[config.mk]
export PLATFORM = sky130hd
export DESIGN_NAME = pq_req_stager_flat
export DESIGN_NICKNAME = d
export VERILOG_FILES = /design/src/rtl/pq_req_stager_if.sv /design/src/rtl/pq_req_stager.sv /design/src/flat_wrapper.sv
export SDC_FILE = /design/constraint.sdc
export NUM_CORES = 1
export LEC_CHECK = 0
export ABC_AREA = 1
export CAP_MARGIN = 40
export CORE_MARGIN = 2
export CORE_UTILIZATION = 40
export DETAILED_ROUTE_END_ITERATION = 12
export GPL_ROUTABILITY_DRIVEN = 0
export PLACE_DENSITY = 0.65
export SLEW_MARGIN = 20
export SYNTH_ARGS = -nofsm -noshare
export SYNTH_HDL_FRONTEND = slang
export SYNTH_SLANG_ARGS = --single-unit
[constraint.sdc]
create_clock -name clk -period 2.7 [get_ports clk]
set_clock_uncertainty 0.05 [all_clocks]
set_input_delay 0.54 -clock clk [delete_from_list [all_inputs] [get_ports clk]]
set_output_delay 0.54 -clock clk [all_outputs]
set_load 0.05 [all_outputs]
[src/rtl/pq_req_stager_if.sv]
// Request-side valid/ready port and PQ issue port of the heap-PQ request stager.
// The stager uses the slave view; the request source / PQ side uses the master view.
interface pq_req_stager_if #(
    parameter int unsigned KW = 8,
    parameter int unsigned VW = 8
);
    logic              req_valid;
    logic              req_ready;
    logic              req_op;
    logic [KW+VW-1:0]  req_kv;
    logic              pq_enq;
    logic              pq_deq;
    logic [KW+VW-1:0]  pq_kvi;

    modport master (
        output req_valid, req_op, req_kv,
        input  req_ready, pq_enq, pq_deq, pq_kvi
    );

    modport slave (
        input  req_valid, req_op, req_kv,
        output req_ready, pq_enq, pq_deq, pq_kvi
    );
endinterface

[src/rtl/pq_req_stager.sv]
// Buffers enq/deq requests for the pipelined heap PQ and issues them with a minimum
// spacing, dropping illegal ops against a tracked occupancy and fusing enq+deq pairs.
module pq_req_stager #(
    parameter int unsigned KEY_WIDTH   = 8,
    parameter int unsigned VAL_WIDTH   = 8,
    parameter int unsigned FIFO_DEPTH  = 8,
    parameter int unsigned PQ_CAPACITY = 15,
    parameter int unsigned ISSUE_GAP   = 4,
    parameter bit          MERGE_EN    = 1'b1
) (
    input  logic                               clk,
    input  logic                               rst_n,
    pq_req_stager_if.slave                     bus,
    output logic [$clog2(PQ_CAPACITY+1)-1:0]   occ,
    output logic [$clog2(FIFO_DEPTH+1)-1:0]    fifo_count,
    output logic                               err_enq_full,
    output logic                               err_deq_empty
);
    localparam int unsigned KVW = KEY_WIDTH + VAL_WIDTH;
    localparam int unsigned OW  = $clog2(PQ_CAPACITY + 1);
    localparam int unsigned CW  = $clog2(FIFO_DEPTH + 1);
    localparam int unsigned PW  = $clog2(FIFO_DEPTH);
    localparam int unsigned GW  = $clog2(ISSUE_GAP + 1);

    typedef enum logic [1:0] {IDLE, ISSUE, GAP} state_t;
    state_t state, state_nx;

    logic [KVW:0]   mem [FIFO_DEPTH];
    logic [PW-1:0]  wr_ptr, rd_ptr;
    logic [CW-1:0]  count;
    logic [OW-1:0]  occ_r;
    logic [GW-1:0]  gap_cnt, gap_nx;

    // Registered issue decision; non-zero only during the ISSUE cycle.
    logic           iss_enq, iss_deq, iss_efull, iss_eempty;
    logic [1:0]     iss_pop;
    logic [KVW-1:0] kvi_r;

    logic           push, load, fuse;
    logic [CW-1:0]  avail;
    logic [OW-1:0]  occ_upd;
    logic [PW-1:0]  head_idx;
    logic [KVW:0]   h0;
    logic           h1_deq;
    logic           d_enq, d_deq, d_efull, d_eempty;
    logic [1:0]     d_pop;

    assign bus.req_ready = rst_n && (count < CW'(FIFO_DEPTH));
    assign push          = bus.req_valid && bus.req_ready;

    always_comb begin
        occ_upd = occ_r;
        if (iss_enq && !iss_deq)
            occ_upd = occ_r + OW'(1);
        else if (iss_deq && !iss_enq)
            occ_upd = occ_r - OW'(1);
    end

    // iss_pop is zero outside ISSUE, so these views cover IDLE/GAP decisions too:
    // during ISSUE the next decision looks past the entries being popped.
    assign avail    = count - CW'(iss_pop);
    assign head_idx = rd_ptr + PW'(iss_pop);
    assign h0       = mem[head_idx];
    assign h1_deq   = mem[head_idx + PW'(1)][KVW];

    always_comb begin
        d_enq    = 1'b0;
        d_deq    = 1'b0;
        d_efull  = 1'b0;
        d_eempty = 1'b0;
        d_pop    = 2'd1;
        fuse     = MERGE_EN && (avail >= CW'(2)) && h1_deq && (occ_upd != '0);
        if (!h0[KVW]) begin
            if (fuse) begin
                d_enq = 1'b1;
                d_deq = 1'b1;
                d_pop = 2'd2;
            end else if (occ_upd < OW'(PQ_CAPACITY)) begin
                d_enq = 1'b1;
            end else begin
                d_efull = 1'b1;
            end
        end else if (occ_upd != '0) begin
            d_deq = 1'b1;
        end else begin
            d_eempty = 1'b1;
        end
    end

    always_comb begin
        state_nx = state;
        gap_nx   = gap_cnt;
        load     = 1'b0;
        unique case (state)
            IDLE: begin
                if (avail != '0) begin
                    load     = 1'b1;
                    state_nx = ISSUE;
                end
            end
            ISSUE: begin
                if ((iss_enq || iss_deq) && (ISSUE_GAP > 1)) begin
                    state_nx = GAP;
                    gap_nx   = GW'(ISSUE_GAP - 1);
                end else if (avail != '0) begin
                    load = 1'b1;
                end else begin
                    state_nx = IDLE;
                end
            end
            GAP: begin
                if (gap_cnt > GW'(1)) begin
                    gap_nx = gap_cnt - GW'(1);
                end else begin
                    gap_nx = '0;
                    if (avail != '0) begin
                        load     = 1'b1;
                        state_nx = ISSUE;
                    end else begin
                        state_nx = IDLE;
                    end
                end
            end
            default: state_nx = IDLE;
        endcase
    end

    always_ff @(posedge clk) begin
        if (!rst_n)
            state <= IDLE;
        else
            state <= state_nx;
    end

    always_ff @(posedge clk) begin
        if (push)
            mem[wr_ptr] <= {bus.req_op, bus.req_kv};
    end

    always_ff @(posedge clk) begin
        if (!rst_n) begin
            wr_ptr     <= '0;
            rd_ptr     <= '0;
            count      <= '0;
            occ_r      <= '0;
            gap_cnt    <= '0;
            iss_enq    <= 1'b0;
            iss_deq    <= 1'b0;
            iss_efull  <= 1'b0;
            iss_eempty <= 1'b0;
            iss_pop    <= 2'd0;
            kvi_r      <= '0;
        end else begin
            if (push)
                wr_ptr <= wr_ptr + PW'(1);
            rd_ptr     <= rd_ptr + PW'(iss_pop);
            count      <= count + CW'(push) - CW'(iss_pop);
            occ_r      <= occ_upd;
            gap_cnt    <= gap_nx;
            iss_enq    <= load && d_enq;
            iss_deq    <= load && d_deq;
            iss_efull  <= load && d_efull;
            iss_eempty <= load && d_eempty;
            iss_pop    <= load ? d_pop : 2'd0;
            if (load && d_enq)
                kvi_r <= h0[KVW-1:0];
        end
    end

    assign bus.pq_enq    = rst_n && iss_enq;
    assign bus.pq_deq    = rst_n && iss_deq;
    assign bus.pq_kvi    = rst_n ? kvi_r : '0;
    assign err_enq_full  = rst_n && iss_efull;
    assign err_deq_empty = rst_n && iss_eempty;
    assign occ           = rst_n ? occ_r : '0;
    assign fifo_count    = rst_n ? count : '0;
endmodule

[src/flat_wrapper.sv]
// flat-port wrapper written by rule: the top's interface ports become plain ports
module pq_req_stager_flat 
#(
    parameter int unsigned KEY_WIDTH   = 8,
    parameter int unsigned VAL_WIDTH   = 8,
    parameter int unsigned FIFO_DEPTH  = 8,
    parameter int unsigned PQ_CAPACITY = 15,
    parameter int unsigned ISSUE_GAP   = 4,
    parameter bit          MERGE_EN    = 1'b1
)
  (clk, rst_n, occ, fifo_count, err_enq_full, err_deq_empty, bus_req_valid, bus_req_op, bus_req_kv, bus_req_ready, bus_pq_enq, bus_pq_deq, bus_pq_kvi);
  pq_req_stager_if #(.KW((8)), .VW((8))) bus_i ();
  input  logic clk;
  input  logic rst_n;
  output logic [$clog2(PQ_CAPACITY+1)-1:0] occ;
  output logic [$clog2(FIFO_DEPTH+1)-1:0] fifo_count;
  output logic err_enq_full;
  output logic err_deq_empty;
  input wire logic [$bits(bus_i.req_valid)-1:0] bus_req_valid;
  input wire logic [$bits(bus_i.req_op)-1:0] bus_req_op;
  input wire logic [$bits(bus_i.req_kv)-1:0] bus_req_kv;
  output wire logic [$bits(bus_i.req_ready)-1:0] bus_req_ready;
  output wire logic [$bits(bus_i.pq_enq)-1:0] bus_pq_enq;
  output wire logic [$bits(bus_i.pq_deq)-1:0] bus_pq_deq;
  output wire logic [$bits(bus_i.pq_kvi)-1:0] bus_pq_kvi;
  assign bus_i.req_valid = bus_req_valid;
  assign bus_i.req_op = bus_req_op;
  assign bus_i.req_kv = bus_req_kv;
  assign bus_req_ready = bus_i.req_ready;
  assign bus_pq_enq = bus_i.pq_enq;
  assign bus_pq_deq = bus_i.pq_deq;
  assign bus_pq_kvi = bus_i.pq_kvi;
  pq_req_stager #(.KEY_WIDTH(KEY_WIDTH), .VAL_WIDTH(VAL_WIDTH), .FIFO_DEPTH(FIFO_DEPTH), .PQ_CAPACITY(PQ_CAPACITY), .ISSUE_GAP(ISSUE_GAP), .MERGE_EN(MERGE_EN)) u_core (.clk(clk), .rst_n(rst_n), .bus(bus_i), .occ(occ), .fifo_count(fifo_count), .err_enq_full(err_enq_full), .err_deq_empty(err_deq_empty));
endmodule
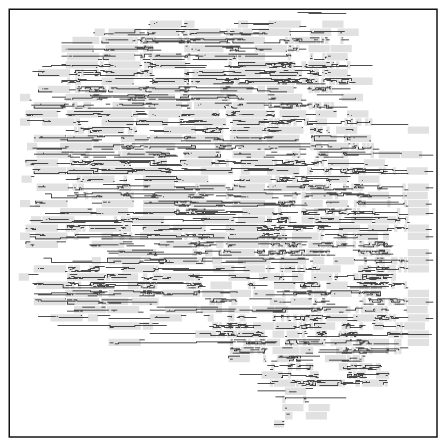
Fig. 1. Met1 routing (run 1).
Scale: 3 px per um. Cells faint in the background.
The wires run mostly horizontal. The layer carries 7,120 um of wire. The longest straight run is 59.3 um. 763 nets have wire on it.
Total Wirelength: 15.7 mm
vias after detailed routing: 5,121
GR Util met1: 21.6%

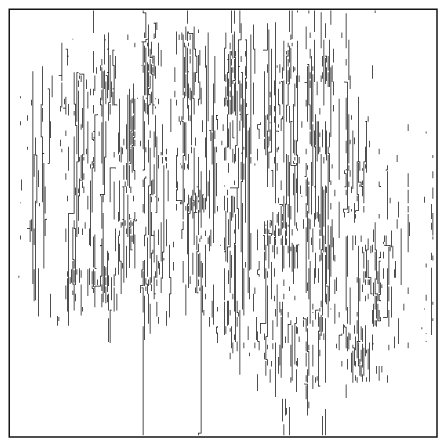
Fig. 2. M2 wires (run 1).
Scale: 3 px per um.
The wires run mostly vertical. 599 nets have wire on it. The layer carries 7,680 um of wire. The layer holds 49% of the routed length. The longest straight run is 70.7 um.
GR Util met2: 26.0%

==> run notes, run 1 <==
run metrics: FFs w/ async S/R, synth=0%, Die Y=142 um, highest routed layer=met4, flop count=177, Clk pin slew, worst setup/hold paths=0.07 ns, CP Data Arrival Time=roughly 2.8 ns, yosys xor share=less than 1%, met2 wire len=between 7 and 8 mm, Pleak=0.00377 uW, adder share=under 10%, Synth top cells by count=edfxtp_1, nand2_1, nor2_1, ys cells=around 730, Area growth syn-to-layout=25.0%, Root Driver=clkbuf_16, reg2reg path depth=17, placed cell count=996, crit-path max FO=8, largest area contributor in the netlist=edfxtp_1, # DRC=0, PwrDens=1140 nW/um^2, hold worst-path end=u_core.wr_ptr[0], clock-net power=2400 uW, largest class=sequential cells, Tapcells=234, DR iter-0 viols=330, Non-Filler Instances=1,032, main flop type=edfxtp_1, status=complete, no violations, count of cells resized by post-cts repair=0, Slew HR=51.4%
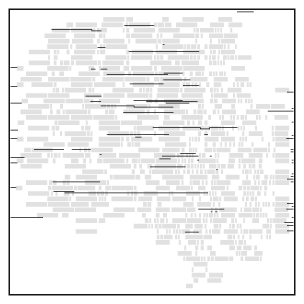
Fig. 3. Signal wires on met3 (run 1).
Scale: 2 px per um. Cells faint in the background.
The wires run mostly horizontal. The layer carries 676 um of wire. The layer holds 4.3% of the routed length.
M3 GR Usage: 3.67%

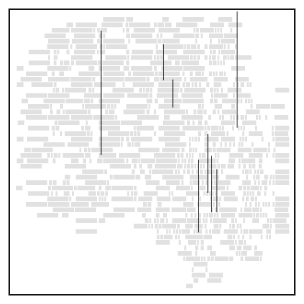
Fig. 4. The metal 4 layer (run 1).
Scale: 2 px per um. Cells faint in the background.
The layer holds 1.7% of the routed length. 5 nets have wire on it. The wires run mostly vertical. The longest straight run is 61.9 um. The layer carries 265 um of wire.

==> inputs of run 2 (changes only) <==
--- a/config.mk
+++ b/config.mk
@@ -7,7 +7,6 @@
 export LEC_CHECK = 0
 export ABC_AREA = 1
 export CAP_MARGIN = 40
-export CORE_MARGIN = 2
 export CORE_UTILIZATION = 40
 export DETAILED_ROUTE_END_ITERATION = 12
 export GPL_ROUTABILITY_DRIVEN = 0
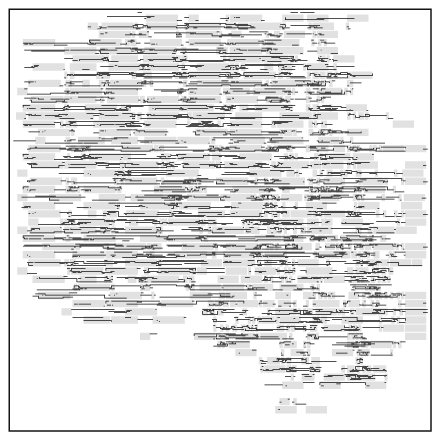
Fig. 5. Met1 routing (run 2).
Scale: 3 px per um. Cells faint in the background.
757 nets have wire on it. The layer carries 7,250 um of wire.
GR Util met1: 22.7%
Total Wirelength: 15.8 mm

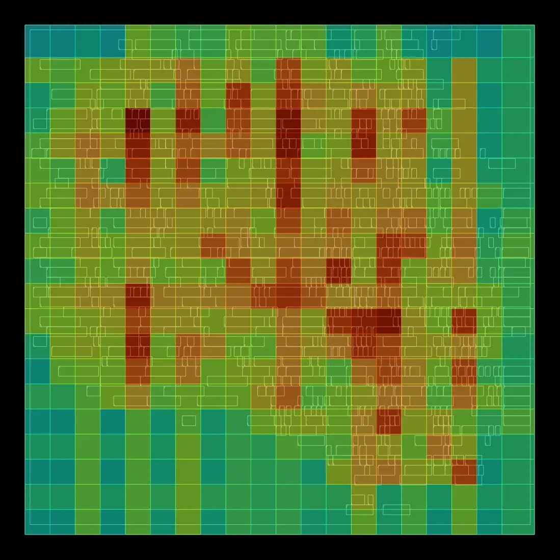
Fig. 6. Routing congestion (run 2).
fin util: 51.0%
GRT Util Overall: 17.2%
GRT Max-Usage Layer: met2
M3 GR Usage: 3.21%
GR Util met2: 28.1%

==> run 2 against run 1 <==
- sequential power about the same
- utilization is essentially flat
- highest routed layer unchanged
- clock power barely moved
- cell area hardly changed
- sequential cell count stayed put
- worst setup slack lost 0.044 ns
- first-iteration DRC count fell by 22%
- cell count is the same
- synthesized cell count unchanged
- synthesized area unchanged
==> run notes, run 2 <==
run metrics: Pleak=0.00377 uW (about the same), highest routed layer=met4 (unchanged), Synth top cells by count=edfxtp_1, nand2_1, nor2_1 (unchanged), reg2reg path depth=16 (was 17), vias after detailed routing=5,164 (was 5,121), FFs w/ async S/R, synth=0% (unchanged), Die Y=140 um (was 142 um), CP Data Arrival Time=2.86 ns (was 2.81 ns), # DRC=0 (unchanged), Tapcells=234 (unchanged), clock-net power=2390 uW (was 2400 uW), M1 wire length=7.25 mm (was 7.12 mm), adder share=2.66% (unchanged), Area growth syn-to-layout=25.1% (was 25.0%), flop count=177 (unchanged), status=complete, no violations (unchanged), yosys xor share=0.230% (unchanged), Total Power=10,900 uW (about the same), met2 wire len=7.72 mm (was 7.68 mm), PwrDens=1140 nW/um^2 (about the same), placed cell count=996 (unchanged), hold worst-path end=u_core.wr_ptr[0] (unchanged), largest class=sequential cells (unchanged), Slew HR=50.6% (was 51.4%), Non-Filler Instances=1,032 (unchanged), DR iter-0 viols=256 (was 330)
Power and IR drop assume default switching activity.
